### Gate families picked out

Scale bar: 50 um.
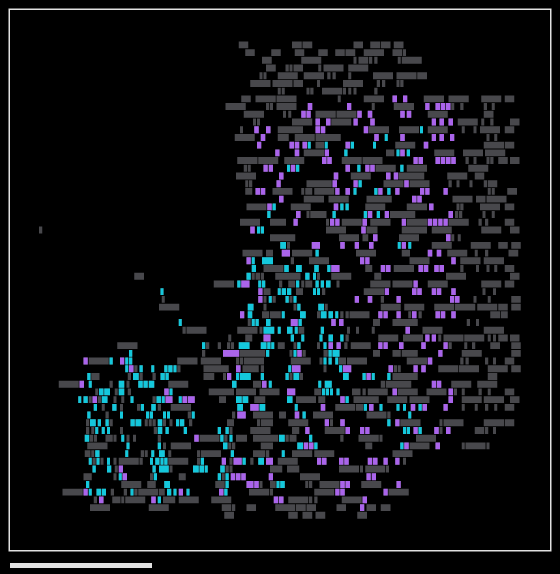
### Sequential cells grouped by signal name

Scale bar: 50 um.
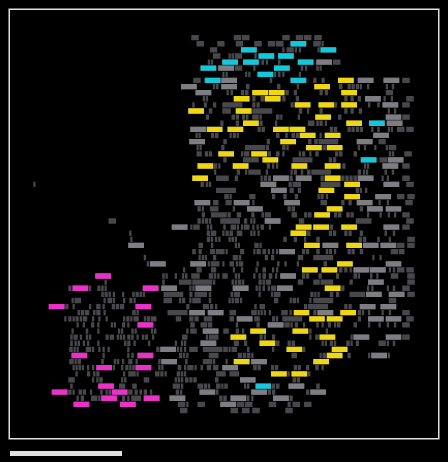
### Wiring by layer

Only two layers are drawn.
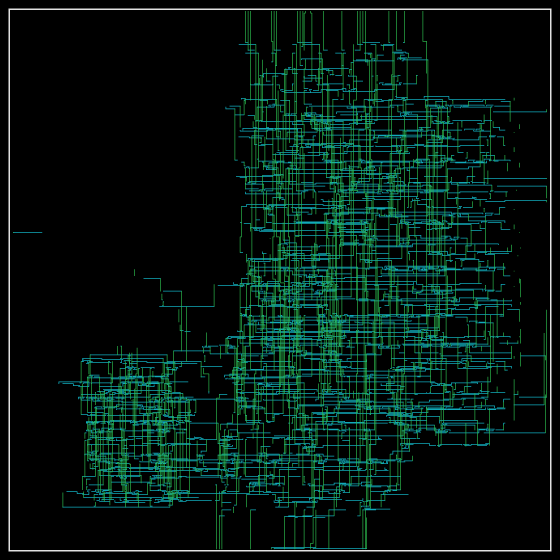
### Clock routing

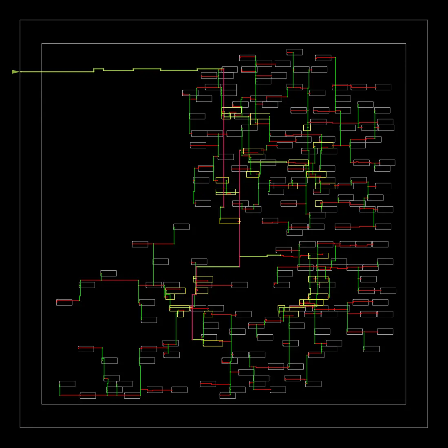
File: config.mk
export PLATFORM = sky130hd
export DESIGN_NAME = color_scan_ctrl
export DESIGN_NICKNAME = d
export VERILOG_FILES = /design/src/rtl/color_scan_ctrl.sv
export SDC_FILE = /design/constraint.sdc
export NUM_CORES = 1
export LEC_CHECK = 0
export ABC_AREA = 1
export CAP_MARGIN = 20
export CORE_MARGIN = 10
export CORE_UTILIZATION = 25
export DETAILED_ROUTE_END_ITERATION = 7
export PLACE_DENSITY = 0.47
export SYNTH_ARGS = -nofsm -noshare
export SYNTH_HDL_FRONTEND = slang
export SYNTH_SLANG_ARGS = --single-unit
File: constraint.sdc
create_clock -name clk -period 2.3 [get_ports clk]
set_input_delay 0.69 -clock clk [delete_from_list [all_inputs] [get_ports clk]]
set_output_delay 0.69 -clock clk [all_outputs]
set_load 0.01 [all_outputs]
File: src/rtl/color_scan_ctrl.sv
// color_scan_ctrl
//   Sequences a TCS3200-style colour sensor through RED, GREEN, BLUE and
//   CLEAR filters. Each filter step has three parts:
//     - a settle window, during which sensor edges are discarded;
//     - a fixed gate window, during which rising edges of sensor_out are
//       counted;
//     - a store cycle.
//   The four counts are published together as one frame with a one-cycle
//   sample_valid strobe.
//
//   Optional feature: define GREEN_DETECT_EN to build the green-percentage
//   classifier driving is_green. Without it, is_green is tied to 0.
//
// Ports
//   clk, rst_n          clock, synchronous active-low reset
//   start               begin one frame (only looked at in IDLE)
//   continuous          rescan automatically after each frame
//   sensor_out          asynchronous sensor frequency output
//   s2, s3              filter select: RED=00 GREEN=11 BLUE=01 CLEAR=10
//   busy                high in every state except IDLE
//   sample_valid        one-cycle strobe, new frame on *_cnt
//   red/green/blue/clear_cnt   frame results, held between frames
//   cnt_ovf             some filter counter saturated in this frame
//   is_green            green classification (GREEN_DETECT_EN only)
module color_scan_ctrl #(
  parameter int GATE_CYCLES   = 100000,
  parameter int SETTLE_CYCLES = 1000,
  parameter int CNT_W         = 16,
  parameter int PCT_LO        = 57,
  parameter int PCT_HI        = 80
) (
  input  logic             clk,
  input  logic             rst_n,
  input  logic             start,
  input  logic             continuous,
  input  logic             sensor_out,
  output logic             s2,
  output logic             s3,
  output logic             busy,
  output logic             sample_valid,
  output logic [CNT_W-1:0] red_cnt,
  output logic [CNT_W-1:0] green_cnt,
  output logic [CNT_W-1:0] blue_cnt,
  output logic [CNT_W-1:0] clear_cnt,
  output logic             cnt_ovf,
  output logic             is_green
);

  localparam int TMAX  = (GATE_CYCLES > SETTLE_CYCLES) ? GATE_CYCLES : SETTLE_CYCLES;
  localparam int TMR_W = $clog2(TMAX + 1);

  typedef enum logic [2:0] {IDLE, SETTLE, GATE, STORE, DONE} state_t;

  state_t                       state;
  logic [1:0]                   f;        // 0=RED 1=GREEN 2=BLUE 3=CLEAR
  logic [TMR_W-1:0]             tmr;
  logic [CNT_W-1:0]             cnt;
  logic [3:0][CNT_W-1:0]        shadow;
  logic [3:0]                   ovf;
  logic [2:0]                   sync;     // [1] = sync2, [2] = edge-detect delay
  logic                         edge_det;

  assign edge_det = sync[1] & ~sync[2];

  // Filter index to {s2,s3} pin code.
  function automatic logic [1:0] sel_code(input logic [1:0] idx);
    case (idx)
      2'd0:    sel_code = 2'b00;
      2'd1:    sel_code = 2'b11;
      2'd2:    sel_code = 2'b01;
      default: sel_code = 2'b10;
    endcase
  endfunction

`ifdef GREEN_DETECT_EN
  localparam int PW = CNT_W + 7;
  logic [PW-1:0] g100, c_lo, c_hi;
  logic          green_hit;
  // Percentage window checked by cross-multiplying, so no divider is needed.
  always_comb begin
    g100      = PW'(shadow[1]) * PW'(100);
    c_lo      = PW'(shadow[3]) * PW'(PCT_LO);
    c_hi      = PW'(shadow[3]) * PW'(PCT_HI);
    green_hit = (g100 >= c_lo) && (g100 <= c_hi) && (shadow[3] != '0) && !(|ovf);
  end
`else
  assign is_green = 1'b0;
`endif

  always_ff @(posedge clk) begin
    if (!rst_n) begin
      state        <= IDLE;
      f            <= '0;
      tmr          <= '0;
      cnt          <= '0;
      shadow       <= '0;
      ovf          <= '0;
      sync         <= '0;
      s2           <= 1'b0;
      s3           <= 1'b0;
      busy         <= 1'b0;
      sample_valid <= 1'b0;
      red_cnt      <= '0;
      green_cnt    <= '0;
      blue_cnt     <= '0;
      clear_cnt    <= '0;
      cnt_ovf      <= 1'b0;
`ifdef GREEN_DETECT_EN
      is_green     <= 1'b0;
`endif
    end else begin
      sync         <= {sync[1:0], sensor_out};
      sample_valid <= 1'b0;
      case (state)
        IDLE: begin
          if (start) begin
            state    <= SETTLE;
            f        <= 2'd0;
            {s2, s3} <= sel_code(2'd0);
            tmr      <= '0;
            cnt      <= '0;
            busy     <= 1'b1;
          end
        end
        SETTLE: begin
          if (tmr == TMR_W'(SETTLE_CYCLES - 1)) begin
            tmr   <= '0;
            state <= GATE;
          end else begin
            tmr <= tmr + 1'b1;
          end
        end
        GATE: begin
          // Saturating counter: stops at all-ones instead of wrapping.
          if (edge_det && (cnt != '1)) cnt <= cnt + 1'b1;
          if (tmr == TMR_W'(GATE_CYCLES - 1)) begin
            tmr   <= '0;
            state <= STORE;
          end else begin
            tmr <= tmr + 1'b1;
          end
        end
        STORE: begin
          shadow[f] <= cnt;
          ovf[f]    <= &cnt;
          cnt       <= '0;
          if (f == 2'd3) begin
            state <= DONE;
          end else begin
            f        <= f + 2'd1;
            {s2, s3} <= sel_code(f + 2'd1);
            state    <= SETTLE;
          end
        end
        DONE: begin
          red_cnt      <= shadow[0];
          green_cnt    <= shadow[1];
          blue_cnt     <= shadow[2];
          clear_cnt    <= shadow[3];
          cnt_ovf      <= |ovf;
          sample_valid <= 1'b1;
`ifdef GREEN_DETECT_EN
          is_green     <= green_hit;
`endif
          f        <= 2'd0;
          {s2, s3} <= sel_code(2'd0);
          if (continuous) begin
            state <= SETTLE;
          end else begin
            state <= IDLE;
            busy  <= 1'b0;
          end
        end
        default: state <= IDLE;
      endcase
    end
  end

endmodule

==> GITHUB_STEP_SUMMARY <==
### Metrics collected by this job

| Metric | Value |
|---|---|
| Status | `complete, no violations` |
| Largest Register | `shadow` |
| ANT cells | `0` |
| Htree depth | `4` |
| Hold_ws | `roughly 0.42 ns` |
| Clock network fraction of total power | `about two fifths` |
| CP max stage cell | `clkdlybuf4s50_1` |
| Yosys warns | `0` |
| RSZ-0062 raised after global routing | `no` |
| CTS Buffer Depth | `2` |
| Post-synthesis compound-gate area fraction | `~17%` |
| VDD IR max | `between 0.4 and 0.5 mV` |
| Number of buffers and inverters on the critical path | `1` |
| Post-synth EDFFs | `0` |
| Fin crit share | `between 80% and 90%` |
| Synth-to-Final Area Change | `24.6%` |
| DRT met1 WL | `between 10000 and 15000 um` |
| Max_cap viols | `0` |
| Fmax achieved | `483 MHz` |
| Multi-In Gates | `679` |
| CP arrival | `approximately 1.4 ns` |
| Logic area | `between 3000 and 4000 um^2` |
| Synth Seq Share | `between 40% and 50%` |
| Comb area leader | `simple AND/OR/NAND/NOR gates` |
| Detailed Route Iter0 Violations | `~320` |
| CP Capture Type | `output port` |
| Worst-Margin Slew | `between 0.5 and 0.6 ns` |
| Yosys cell count | `just under 1000` |
| Worst-path cell chain | `clkdlybuf4s50_1` |
| Filler cell count | `~3200` |
| Post-Place Cells | `1411` |
| Final worst slack | `~0.23 ns` |
| Crit Path Category | `register to output port` |
| Sw Ratio | `between 30 and 40%` |
| Largest regs | `shadow x64, tmr x17` |
| Clk_buf instances | `17` |
| IO buf count | `73` |
| Met3 wire len | `approximately 770 um` |
| Leading cell kind | `flip-flops and latches` |
| Asr flop ratio synth | `0%` |
| Setup crit start kind | `register` |
| Final TNS setup | `0 ns` |
| Fin area | `between 9000 and 10000 um^2` |
| Yosys stat area | `a little over 7000 um^2` |
| Worst slack, placed | `about 0.066 ns` |
| Met2 Routed Length | `just under 10000 um` |
| DRC | `0` |
| DIE HEIGHT | `190 um` |
| Power after layout | `~7 mW` |
| Fin nets | `around 1100` |
| Starting Density | `approximately a quarter` |
| Worst hold endpoint | `sync[1]` |
| Final setup viols | `0` |
| OpenROAD warning count | `29` |
| Worst Clk Skew | `~0.016 ns` |
| Mux share | `0%` |
| Hold path depth | `2` |
| CTS root buf | `clkbuf_16` |
| Vias in the first global route | `5986` |
| Comb pwr share | `between 10 and 15%` |
| Worst Reg2Reg Path Length in Cells | `9` |
| Initial antenna violation count | `0` |
| Crit-path max FO | `4` |
| Slew headroom | `61.6%` |
| HP Class | `register to register` |
| Largest net degree at the start of global routing | `between 50 and 60` |
| P per Cell Area | `approximately 800 nW/um^2` |
| Top cells, area | `dfxtp_1, nor2_1, nand2_1` |
| Pwr top | `sequential cells` |
| Cts repair resizes | `0` |
| # Taps | `384` |
| Leakage | `~3.3 nW` |
| Share of power burned in registers | `a little under half` |
| Cell with the most instances after synthesis | `dfxtp_1` |
| Syn nets | `about 990` |
| FF-to-FF End | `cnt[9]` |
| RD Place Congestion | `0.879` |
| Die area | `36300 um^2` |
| Signal inverters | `roughly 70` |
| Yosys cell types | `37` |
| Global-route wire length before repair | `approximately 33000 um` |
| Buffering overhead | `about a tenth` |
| Area share, top type | `~50%` |
| DRT Wirelength | `around 21000 um` |
| Worst r2r src | `cnt[0]` |
| Post-layout minimum cycle time | `a little over 2 ns` |
| Most frequent cells after synthesis | `dfxtp_1, nor2_1, nand2_1` |
| Flop-to-flop setup slack | `about 0.38 ns` |
| Final Hold Vio Count | `0` |
| Area post-placement | `~8500 um^2` |
| Drt first pass iters | `5` |
| Min-delay src | `sync[0]` |
| Max layer used | `met4` |
| Max reg flops | `roughly 64` |
| Fa+ha+maj area frac | `1.03%` |
| DRT antenna net count | `0` |
| Layout cells sized above 1 | `a little under a tenth` |
| CTS tree | `yes` |
| Boundary Pins | `75` |
| Via density | `about 4.4` |
| Syn Area/Cell | `roughly 7.4 um^2` |
| Clock transition at the registers of the reported paths | `0.08 ns` |
| Top delay family on crit path | `buffers and inverters` |
| Postcts setup bufs | `0` |
| Core ar. | `between 20000 and 30000 um^2` |
| Simple share | `25.0%` |
| ClkCell Share | `under 10%` |
| Cell type with the largest total area | `dfxtp_1` |
| Worst path max stage delay | `0.56 ns` |
| Post-DP HPWL | `14300 um` |
| Width of the chip | `between 150 and 200 um` |
| Most frequent cells in the layout | `dfxtp_1, nor2_1, nand2_1` |
| Signal buffers | `~100` |
| GRT overflow | `0` |
| Cell row count | `62` |
| Synthesized instance count | `between 900 and 1000` |
| Syn Std Cell Area | `between 7000 and 8000 um^2` |
| Worst Path Required | `between 1.5 and 2 ns` |
| Total CTS buffers | `17` |
| Yosys reg bits | `~180` |
| Xor/xnor cell area share of the yosys netlist | `less than 1%` |
| Routed wire per std cell | `14.3 um` |
| Max Slew Vio Count | `0` |
| Pint | `around 5 mW` |
| Top FF cell, synth | `dfxtp_1` |
| Switching pwr | `roughly 2.2 mW` |
| Comb power | `approximately 1.0 mW` |
| Post-CTS Hold Buffers | `0` |
Notes on 'Gate families picked out' above:
[NAND gates] cyan | cells: 242
[inverting AOI/OAI gates] purple | cells: 240
logic share of the area: 35.4%
Layout Cells excl Fill: 1443
most used logic cell in the final layout: dfxtp_1

Notes on 'Sequential cells grouped by signal name' above:
[shadow] yellow | flops: 64
[green_cnt] cyan | flops: 16
[tmr] magenta | flops: 17 | where: south-west
not coloured: 80
sequential cell area share: 39.1%
final core occ: 31.5%
Power Sequential: 3.22 mW
Reg area: 3540 um^2

Notes on 'Wiring by layer' above:
[met2] green | wire length: 9640 um
[met1] cyan | wire length: 10000 um
via count: 6328
GR Util All Layers: 11.4%

Notes on 'Clock routing' above:
clk_lat worst skew: 0.43 ns
CTS sink cnt: 177
Clk. pwr: 2.89 mW
Flops: 177

==> routing by layer <==
metal | vias up | GRT usage (%)
met5 | - | 0
met4 | 0 | 3.18
li1 | 3331 | -
met1 | 2895 | 14.8
met2 | 89 | 18.6
met3 | 13 | 2.54
==> how the worst max path moves through the flow <==
stage | startpoint | endpoint | slack [ns] | cells past startpoint
2_1_floorplan | rst_n | shadow[12] | 0.53 | 5
3_3_place_gp | start | tmr[5] | 0.09 | 8
3_5_place_dp | start | tmr[6] | 0.07 | 8
4_1_cts | s2 | s2 | 0.19 | 1
5_1_grt | s2 | s2 | 0.15 | 1
6_report | s2 | s2 | 0.23 | 1
Power is estimated from default activity; no workload was simulated.
